clk_routes.png
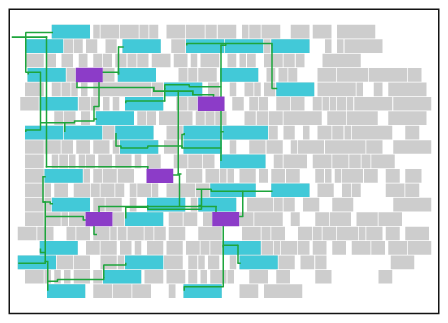
placement.png
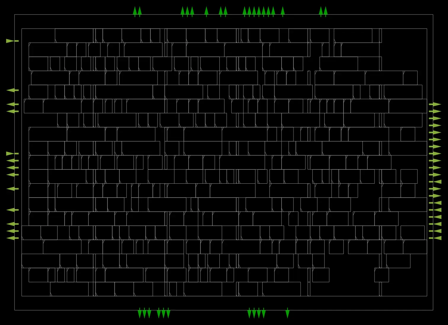
wires.png
The bar under the picture is 20 µm long.
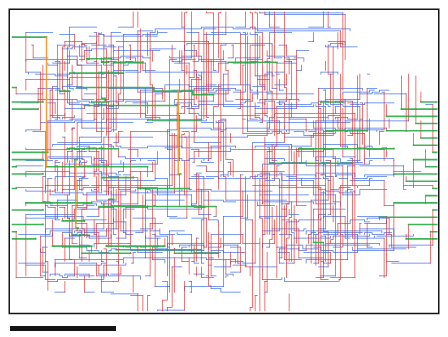
io_fan.png
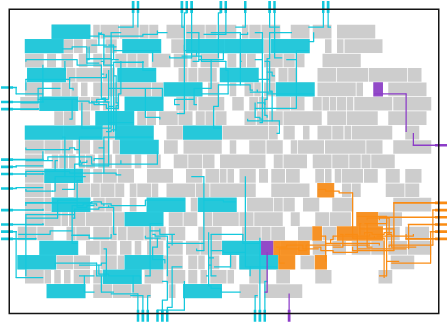
io_placement.png
Pins as bars across the die edge, other pins in grey.
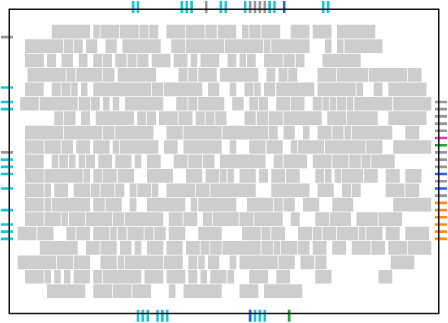
Design multi_cycle_control, sky130hd; sources not shown.
==> CHANGELOG.md <==
### Metrics

- DRT iter0 DRCs: 170
- Repair and plain buffers: 82
- Final Cycle Share: 96.62%
- CTS buffer count: 5
- Pwr top: combinational cells
- Pwr Total: 2.228 mW
- Area leader, netlist: dfxtp_1
- Remaining global-route overflow: 0
- P_sw: 890.9 µW
- CP Buf/Inv Count: 1
- Fillers: 289
- Mux frac, synth: 0.5518%
- CTS tree: yes
- Top cells by count: dfxtp_1, nor2_1, o21ai_0
- Critical path required time: 1.71 ns
- Outcome: finished, final reports clean
- Synth top area cells: dfxtp_1, o21ai_0, xor2_1
- Top Metal Used: met4
- Hold WC Path Type: flip-flop to flip-flop
- Site Rows: 19
- Async S/R FF share, synth: 0%
- # placed instances: 380
- # setup viols final: 0
- Final #Nets: 345
- Comb pwr share: 43.7%
- Commonest non-fill, non-tap cell in the layout: clkdlybuf4s50_1
- Resized cells post-CTS: 5
- H-tree Lvls: 2
- Fin crit period: 2.367 ns
- Yosys reg bits: 37
- Setup Crit Path Kind: flip-flop to primary output
- CP Depth: 5
- WHS: 0.4871 ns
- Design Area, Final: 3164 µm²
- Hold depth: 2
- Clk root buf: clkbuf_8
- Synth Seq Share: 36.30%
- ANT cells: 0
- Largest net degree at the start of global routing: 24
- First-pass GRT wire length: 9439 µm
- Met3 Use GR: 5.280%
- Non-clock inverter count: 10
- DRC: 0
- Clk pwr: 536 µW
- Detailed Routing Iterations Pass 1: 4
- Leading cell kind: combinational gates
## Picture notes: clk_routes.png
Green is clock wires, length 436 µm. Purple is clock drivers, count 5. Cyan is flip-flops, count 37.
There are 6 routed clock nets.
power share of the clock group: 24.1%
Max Clock Skew: 0.008235 ns
clk_lat worst skew: 0.30 ns

## Picture notes: placement.png
Seq Cell Count: 37
core area: 4041 µm²
fin cells: 388
post-layout util: 78.30%
tap cells: 52

## Picture notes: wires.png
Blue is metal 1, wire length 2660 µm. Green is metal 3, wire length 428 µm. Orange is metal 4, wire length 53.0 µm. Red is metal 2, wire length 2770 µm.
WL/cell: 15.24 µm
DRT Wirelength: 5912 µm
Tot GR Track Use: 26.21%

## Picture notes: io_fan.png
Purple is alu_src_b, direction output, edge 1 right, 1 bottom, end cells 2, buffers 2, wire 30.9 µm. Cyan is instr_count, direction output, edge 12 top, 11 left, 9 bottom, end cells 32, buffers 32, wire 1180 µm. Orange is opcode, direction input, edge right, end cells 11, buffers 11, wire 268 µm.
I/O pins: 62
number of port buffers: 61

## Picture notes: io_placement.png
Magenta is pc_write, pins 1, direction output, edge right. Blue is state, pins 4, direction output, edge 2 right, 1 bottom, 1 top. Cyan is instr_count, pins 32, direction output, edge 12 top, 11 left, 9 bottom. Orange is opcode, pins 6, direction input, edge right. Green is alu_src_b, pins 2, direction output, edge 1 right, 1 bottom.
Chip Height: 57.13 µm
Die Wd: 80.76 µm

No activity file was given, so power comes from the tool's default toggle rates.
